**Run 1: clock network drawn from the DEF**

Scale: 10 px per um.
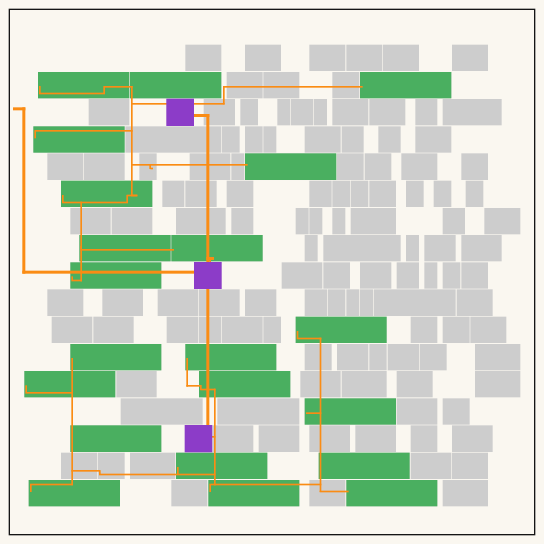
**Run 1: the clock network**

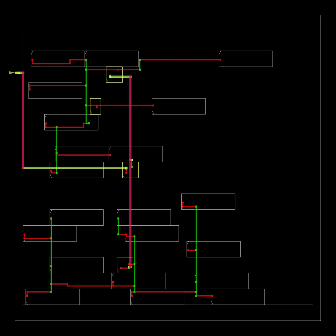
**Run 1: port wiring**

Scale: 8 px per um.
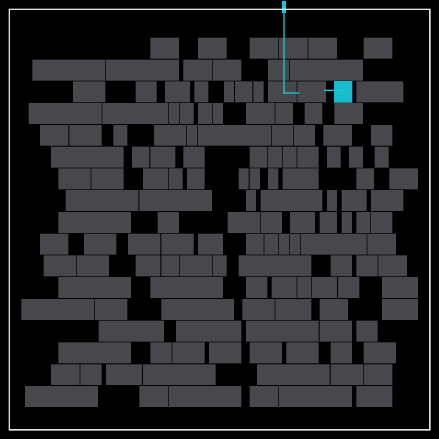
**Run 1: cell classes on the final placement**

Scale: 8 px per um. Fill, decap, tap and diode cells in grey.
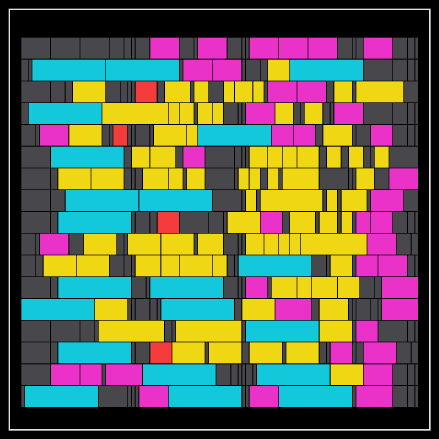
===== src/rtl/cond_unit_mt.sv =====
// rtl/cond_unit_mt.sv - multi-context ARM condition unit with latched CondEx and gated write enables
// Optional per-context flag shadow for exception entry/return is built when COND_SHADOW_EN is defined.
module cond_unit_mt #(
    parameter int NCTX = 4,
    parameter int CTXW = $clog2(NCTX)
) (
    input  logic            clk,
    input  logic            reset,
    input  logic [CTXW-1:0] CtxSel,
    input  logic [3:0]      Cond,
    input  logic [3:0]      ALUFlags,
    input  logic [1:0]      FlagW,
    input  logic            CondLatch,
    input  logic            FlagUpd,
    input  logic            PCS,
    input  logic            NextPC,
    input  logic            RegW,
    input  logic            MemW,
    input  logic            SaveFlags,
    input  logic            RestoreFlags,
    output logic            PCWrite,
    output logic            RegWrite,
    output logic            MemWrite,
    output logic            CondExOut,
    output logic [3:0]      FlagsOut
);

    logic [3:0]      flags     [NCTX];
    logic [3:0]      flags_nxt [NCTX];
    logic [3:0]      cur_flags;
    logic            cond_ex;
    logic            cond_ex_q;
    logic [CTXW-1:0] ctx_q;
    logic [1:0]      fw_q;
    logic            n_f, z_f, c_f, v_f;

    assign cur_flags = flags[CtxSel];
    assign {n_f, z_f, c_f, v_f} = cur_flags;

    always_comb begin
        cond_ex = 1'b0;
        case (Cond)
            4'b0000: cond_ex = z_f;
            4'b0001: cond_ex = ~z_f;
            4'b0010: cond_ex = c_f;
            4'b0011: cond_ex = ~c_f;
            4'b0100: cond_ex = n_f;
            4'b0101: cond_ex = ~n_f;
            4'b0110: cond_ex = v_f;
            4'b0111: cond_ex = ~v_f;
            4'b1000: cond_ex = c_f & ~z_f;
            4'b1001: cond_ex = ~c_f | z_f;
            4'b1010: cond_ex = (n_f == v_f);
            4'b1011: cond_ex = (n_f != v_f);
            4'b1100: cond_ex = ~z_f & (n_f == v_f);
            4'b1101: cond_ex = z_f | (n_f != v_f);
            4'b1110: cond_ex = 1'b1;
            default: cond_ex = 1'b0;
        endcase
    end

    // A new latch overrides the post-update clear so back-to-back instructions keep their gating.
    always_ff @(posedge clk or negedge reset) begin
        if (!reset) begin
            cond_ex_q <= 1'b0;
            ctx_q     <= '0;
            fw_q      <= 2'b00;
        end else if (CondLatch) begin
            cond_ex_q <= cond_ex;
            ctx_q     <= CtxSel;
            fw_q      <= FlagW & {2{cond_ex}};
        end else if (FlagUpd) begin
            fw_q      <= 2'b00;
        end
    end

`ifdef COND_SHADOW_EN
    logic [3:0] shadow [NCTX];

    // Shadow samples the pre-update flags; a same-cycle restore still reads the old shadow (swap).
    always_ff @(posedge clk or negedge reset) begin
        if (!reset) begin
            for (int i = 0; i < NCTX; i++) shadow[i] <= 4'b0000;
        end else if (SaveFlags) begin
            shadow[CtxSel] <= cur_flags;
        end
    end
`else
    logic unused_shadow_ctl;
    assign unused_shadow_ctl = ^{SaveFlags, RestoreFlags};
`endif

    always_comb begin
        for (int i = 0; i < NCTX; i++) begin
            flags_nxt[i] = flags[i];
            if (FlagUpd && (ctx_q == CTXW'(i))) begin
                if (fw_q[1]) flags_nxt[i][3:2] = ALUFlags[3:2];
                if (fw_q[0]) flags_nxt[i][1:0] = ALUFlags[1:0];
            end
`ifdef COND_SHADOW_EN
            if (RestoreFlags && (CtxSel == CTXW'(i))) flags_nxt[i] = shadow[i];
`endif
        end
    end

    always_ff @(posedge clk or negedge reset) begin
        if (!reset) begin
            for (int i = 0; i < NCTX; i++) flags[i] <= 4'b0000;
        end else begin
            for (int i = 0; i < NCTX; i++) flags[i] <= flags_nxt[i];
        end
    end

    assign RegWrite  = RegW & cond_ex_q;
    assign MemWrite  = MemW & cond_ex_q;
    assign PCWrite   = NextPC | (PCS & cond_ex_q);
    assign CondExOut = cond_ex_q;
    assign FlagsOut  = cur_flags;

endmodule


===== config.mk =====
export PLATFORM = sky130hd
export DESIGN_NAME = cond_unit_mt
export DESIGN_NICKNAME = d
export VERILOG_FILES = /design/src/rtl/cond_unit_mt.sv
export SDC_FILE = /design/constraint.sdc
export NUM_CORES = 1
export LEC_CHECK = 0
export CAP_MARGIN = 20
export CORE_UTILIZATION = 48
export DETAILED_ROUTE_END_ITERATION = 10
export PLACE_DENSITY = 0.78
export SKIP_CTS_REPAIR_TIMING = 1
export SLEW_MARGIN = 40
export SYNTH_ARGS = -nofsm -noshare
export SYNTH_HDL_FRONTEND = slang
export SYNTH_SLANG_ARGS = --single-unit

===== constraint.sdc =====
create_clock -name clk -period 2.5 [get_ports clk]
set_clock_uncertainty 0.1 [all_clocks]
set_input_delay 0.5 -clock clk [delete_from_list [all_inputs] [get_ports clk]]
set_output_delay 0.5 -clock clk [all_outputs]
set_load 0.01 [all_outputs]

==> out/metrics.yaml, run 1 <==
vias: 988
dpl.cell_count: 163
status: "complete, no violations"
ys_seq_share_pct: 43.1
synthTopCellsByCount: "dfrtp_1, mux2_2, nand2_1"
p_int_mw: 0.874
grt_max_degree: 22
areaGrowthSynthToFinish_pct: 34.8
p_sw_mw: 0.438
maxSlewViolCount: 0
powerDensity_mw_per_mm2: 798
rows: 17
cp_slowest_cell: "mux4_2"
rsz0062_at_grt: "false"
fin_nets: 166
min_period_ps: 2300
fmax_mhz: 434
largest_area_cell: "dfrtp_1"
cp_top_family: "AND-OR/OR-AND gates"
p_leak_nw: 0.749
die-area_mm2: 0.00274
end_kind: "register"
firstDrtPassIters: 4
flop_cell: "dfrtp_1"
cp_cell_sequence: "dlymetal6s2s_1 > buf_6 > mux4_2 > a32o_1 > o21ai_1 > o311ai_2 > nor4_2 > buf_4 > o22ai_1"
async_reset_ff_share_pct: 100
final-hold-violation-count: 0
portBuffers: 27
drc: 0
die_y_um: 52.4
syn-instance-count: 103
max-cap-violations: 0
max-slew-margin-rel_pct: 78.4
cts.path.max_buffers: 2
register_area_um2: 526
syn_area_mm2: 0.00122
wl_per_cell_um: 17.1
edf_count: 0
layout-drive-gt1-share_pct: 28.7
ys_cells: 103
cp.arrival_ps: 2410
fin_crit_sh_pct: 92.1
required_ps: 2600
diodes: 0
antenna_found_initial: 0
dp_hpwl_mm: 2.06
initCoreUtil_pct: 53.1
cts_tree: "done"
p_clk_share_pct: 13.0
io_pins: 30
critical_path.max_stage_delay_ps: 590
yosys_warnings: 0
synth_nets: 125
ant_nets: 0
ys_area_mm2: 0.00122
holdWs_ps: 410
combPwrFrac_pct: 45.0
grt_util_all_layers_pct: 23.2
place.gp.congestion: 0.808
drt-total-wl_mm: 2.93
cp_max_fo: 6
grt_pass1_wl_mm: 4.55
area_leaders: "dfrtp_1, mux2_2, mux4_2"
hold_class: "primary input to asynchronous set/reset pin"
sw_frac_of_total_pct: 33.4
fin_cells: 171
routed_via_density: 5.78
cts_root_buf: "clkbuf_4"
most_common_cell: "dfrtp_1"
synth.distinct_cells: 37
logic_area_um2: 664
tool_warnings: 28
peakVddDrop_mv: 0.565
seq_power_share_pct: 42.0
worstSetupPathType: "primary input to register"
num-fill-cells: 182
htreeDepth: 1
syn_area_per_cell_um2: 11.8
Notes on 'clock network drawn from the DEF' above:
- cells driving clock nets: purple (count 3)
- flip-flops: green (count 21)
- clock wires: orange (length 260 um)
- routed clock nets: 4
P_clk: 0.170 mW
clk latency late pin: 310 ps

Notes on 'the clock network' above:
CTS buffer count: 3
flip-flops: 21
CTS sink count: 21
clock buffer count: 3

Notes on 'port wiring' above:
- RegW: cyan (bits 1; direction input; end cells 1; wire 14.5 um)

Notes on 'cell classes on the final placement' above:
- all other logic: yellow (cells 78; share of their area 42%)
- flip-flops: cyan (cells 21; share of their area 33%)
- other buffers and delay cells: magenta (cells 40; share of their area 24%)
- clock drivers and dummy loads: red (cells 4; share of their area 1.7%)

[run 1: sequential cells by signal (all words and copies together), names as in the netlist]
register,cells
flags,16
ctx_q,2
fw_q,2
CondExOut,1
[run 1: power by group through the flow]
stage	clock (mW)	sequential [mW]	combinational, mW
after floorplan	0	0.529	0.323
after global placement	0	0.545	0.509
after detailed placement	0	0.557	0.528
after CTS	0.172	0.549	0.530
after global routing	0.185	0.568	0.632
final	0.170	0.551	0.590
[run 1: through the flow]
stage | worst slack [ps] | utilization [%] | total power [mW] | instance area (um^2)
after floorplan | 243 | - | 0.852 | 1220
after global placement | -379 | 68.0 | 1.05 | 1560
after detailed placement | -421 | 68.0 | 1.09 | 1560
after CTS | -425 | 69.2 | 1.25 | 1590
after global routing | 118 | 71.5 | 1.39 | 1640
final | 197 | 71.5 | 1.31 | 1640
[run 1: layout by cell type (no fill, tap or decap), types with 3 or more instances in the layout]
master           netlist  final
nand2_1                8      8
mux4_2                 3      4
mux2_2                14     14
clkdlybuf4s50_1        0     21
nand4b_1               4      4
buf_4                  0     11
nand3_1                5      5
nor2_1                 3      3
dfrtp_1               21     21
clkbuf_4               0      3
dlymetal6s2s_1         0      5
nand4_1                3      3
and2_1                 3      3
mux2_1                 5      5
[run 1: worst register-to-register path: cells and delay by family, from the launching register on]
kind | cells | cell delay (ps)
AOI/OAI and AO/OA | 4 | 640
buffers and inverters | 1 | 170
DFF | 1 | 400
muxes | 1 | 560
and+or+nand+nor | 1 | 270
[run 1: per-layer routing]
layer	up-vias	global-route usage, %	routed length, um
met1	484	29.8	1240
met2	26	37.8	1510
li1	473	-	-
met3	5	2.90	129
met5	-	0	0
met4	0	12.7	48
[run 1: final cells by class]
type | instances | area share [%]
Clock inverter | 1 | 0.305
Tap cell | 28 | 2.13
Sequential cell | 21 | 32.0
Timing Repair Buffer | 40 | 23.3
Inverter | 2 | 0.457
Multi-Input combinational cell | 76 | 40.4
Clock buffer | 3 | 1.37
[run 1: path summary, 6_finish.rpt]
kind | start | endpoint | slack (ps) | cells after the start
min in group clk | flags[14] | flags[14] | 410 | 1
min | reset | flags[13] | 410 | 2
min reg2reg | flags[14] | flags[14] | 410 | 1
max reg2reg | flags[0] | CondExOut | 260 | 7
max in group asynchronous | reset | flags[14] | 1680 | 2
max | CtxSel[0] | CondExOut | 200 | 9
[run 1: logic make-up (layout without fill, tap and decap cells)]
group | count (synthesis) | after routing | share of synthesized area, %
buffers and inverters | 6 | 46 | 2.98
XOR/XNOR | 1 | 1 | 0.719
AND/OR/NAND/NOR | 38 | 38 | 19.0
flip-flops | 21 | 21 | 43.1
multiplexers | 24 | 24 | 26.1
AND-OR/OR-AND | 13 | 13 | 8.11
**Run 1: met2 routing**

Scale: 10 px per um.
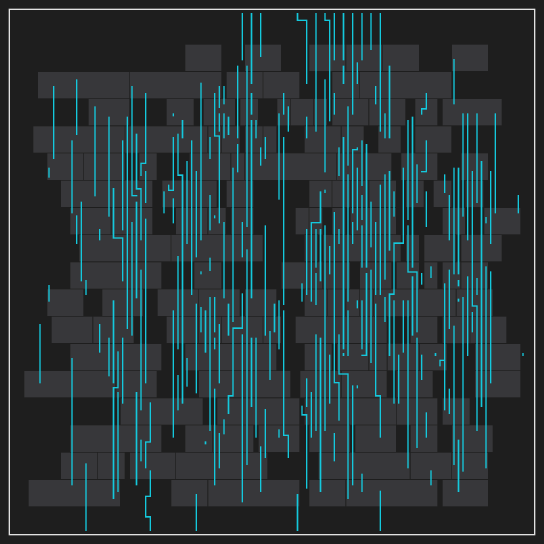

==> run 1 -> run 2 <==
--- a/config.mk
+++ b/config.mk
@@ -9,6 +9,7 @@
 export CORE_UTILIZATION = 48
 export DETAILED_ROUTE_END_ITERATION = 10
 export PLACE_DENSITY = 0.78
+export SETUP_SLACK_MARGIN = 0.4
 export SKIP_CTS_REPAIR_TIMING = 1
 export SLEW_MARGIN = 40
 export SYNTH_ARGS = -nofsm -noshare
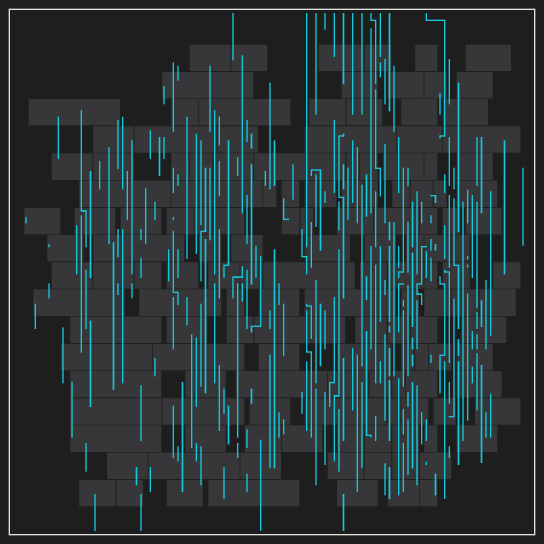
**Above:** run 2 (met2 routing).
Scale: 10 px per um.
- wire length on this layer: 1,480 um
- nets with wire on the layer: 151
- share of all routed wire: 52%
- longest straight run: 23.8 um
total via count in the routed design: 1,034
met2 Use GR: 39.9%
drt total wl: 2.82 mm

==> run 2 against run 1 <==
Compared with the run above:
- power decreased by 0.13%
- synthesized area unchanged
- worst hold slack got worse by 11 ps
- count of clock-buffer cells in the layout unchanged
- global-route usage decreased by 1.2 points
- die size unchanged
- cell area increased by 1.6%
- largest cell class unchanged
==> out/metrics.yaml, run 2 <==
ant_nets: 0  # unchanged
dpl.cell_count: 163  # unchanged
io_pins: 30  # unchanged
grt_pass1_wl_mm: 4.41  # -3.2%
dp_hpwl_mm: 2.08  # +0.68%
yosys_warnings: 0  # unchanged
fin_cells: 173  # +1.2%
powerDensity_mw_per_mm2: 785  # -1.7%
syn-instance-count: 103  # unchanged
layout-drive-gt1-share_pct: 29.0  # +0.29 points
fmax_mhz: 458  # +5.5%
top_regs: "flags x16, ctx_q x2, fw_q x2"
min_to: "flags[14]"
syn_area_per_cell_um2: 11.8  # unchanged
cp.arrival_ps: 2260  # -150 ps
rr_worst_depth: 6  # -1
min_period_ps: 2180  # -119 ps
largest_register: "flags"
use_met1_pct: 27.0  # -2.8 points
synth.distinct_cells: 37  # unchanged
ys_seq_share_pct: 43.1  # unchanged
top_usage_layer: "met2"
cp_max_fo: 6  # unchanged
cp_slowest_cell: "mux4_2"
syn_area_mm2: 0.00122  # unchanged
use_met3_pct: 2.61  # -0.29 points
edf_count: 0  # unchanged
cts_sinks: 21  # unchanged
worstSetupPathType: "primary input to register"
async_reset_ff_share_pct: 100  # unchanged
wl_per_cell_um: 16.3  # -5.0%
areaGrowthSynthToFinish_pct: 37.0
htreeDepth: 1  # unchanged
holdWs_ps: 398  # -11.4 ps
status: "complete, no violations"
critPathLaunch: "CtxSel[0]"
die-area_mm2: 0.00274  # unchanged
required_ps: 2570  # -30 ps
cts_tree: "done"
max-cap-violations: 0  # unchanged
flop_cell: "dfrtp_1"
initCoreUtil_pct: 53.1  # unchanged
routed_via_density: 5.98  # +3.4%
peakVddDrop_mv: 0.491  # -13%
drc: 0  # unchanged
min_path_cells: 1
grt_util_all_layers_pct: 22.1  # -1.2 points
end_kind: "register"
synth_nets: 125  # unchanged
hold_class: "register to register"
final_cell_mix: "dfrtp_1, clkdlybuf4s50_1, mux2_2, buf_4"
largest_register_ffs: 16  # unchanged
antenna_found_initial: 0  # unchanged
cp_cell_sequence: "buf_6 > buf_8 > mux4_2 > a32o_1 > o21ai_1 > o311ai_1 > nor4_2 > o22ai_1"
r2r-start: "flags[0]"
place.gp.congestion: 0.786  # -2.6%
p_leak_nw: 0.801  # +6.9%
diodes: 0  # unchanged
die_y_um: 52.4  # unchanged
portBuffers: 27  # unchanged
clk_latency_ps: 300  # about the same
ys_cells: 103  # unchanged
fin_crit_sh_pct: 87.4  # -4.8 points
p_total_mw: 1.31  # -0.13%
lay_top_count: "dfrtp_1"
synthTopCellsByCount: "dfrtp_1, mux2_2, nand2_1"
cts_buffers: 3  # unchanged
placed_cell_area_mm2: 0.00156  # -0.24%
rsz0062_at_grt: "true"
grt_max_degree: 22  # unchanged
==> run 2: cell counts after synthesis <==
No cell type changed its count.
==> run 2: through the flow <==
step / worst slack (ps) / utilization [%]
floorplan: 281 / -
global placement: -331 / 67.9
detailed placement: -372 / 67.9
CTS: -333 / 69.1
global route: 274 / 72.7
finish: 316 / 72.7
==> run 2: cell families after synthesis <==
| group | synth area share [%] |
|---|---|
| AND-OR/OR-AND | 8.11 |
| XOR/XNOR | 0.719 |
| buffers and inverters | 2.98 |
| flip-flops | 43.1 |
| multiplexers | 26.1 |
| AND/OR/NAND/NOR | 19.0 |
==> run 2: area by class of cell <==
class                   instances  area, um^2
repair buffers                 42         420
flip-flops and latches         21         526
well taps                      28        35.0
multi-input cells              76         653
clock inverters                 1        5.00
clock buffers                   3        22.5
fillers                       161         628
inverters                       2        7.51
==> run 2: routing by layer <==
layer	wire length, um	vias to the layer above
met4	18	0
li1	-	480
met1	1210	516
met5	0	-
met3	114	4
met2	1480	34
==> run 2: power by group <==
group / internal (mW) / total (mW) / switching, mW
combinational: 0.360 / 0.600 / 0.240
sequential: 0.468 / 0.550 / 0.0820
clock: 0.0595 / 0.160 / 0.100
==> run 2: worst max path at each step <==
stage                  endpoint  slack (ps)  depth (start not counted)
floorplan             CondExOut         280                          7
global placement      CondExOut        -330                          8
detailed placement    CondExOut        -370                          8
CTS                 FlagsOut[0]        -330                          4
global route          CondExOut         270                          6
finish                CondExOut         320                          8
No activity file was given, so power comes from the tool's default toggle rates.
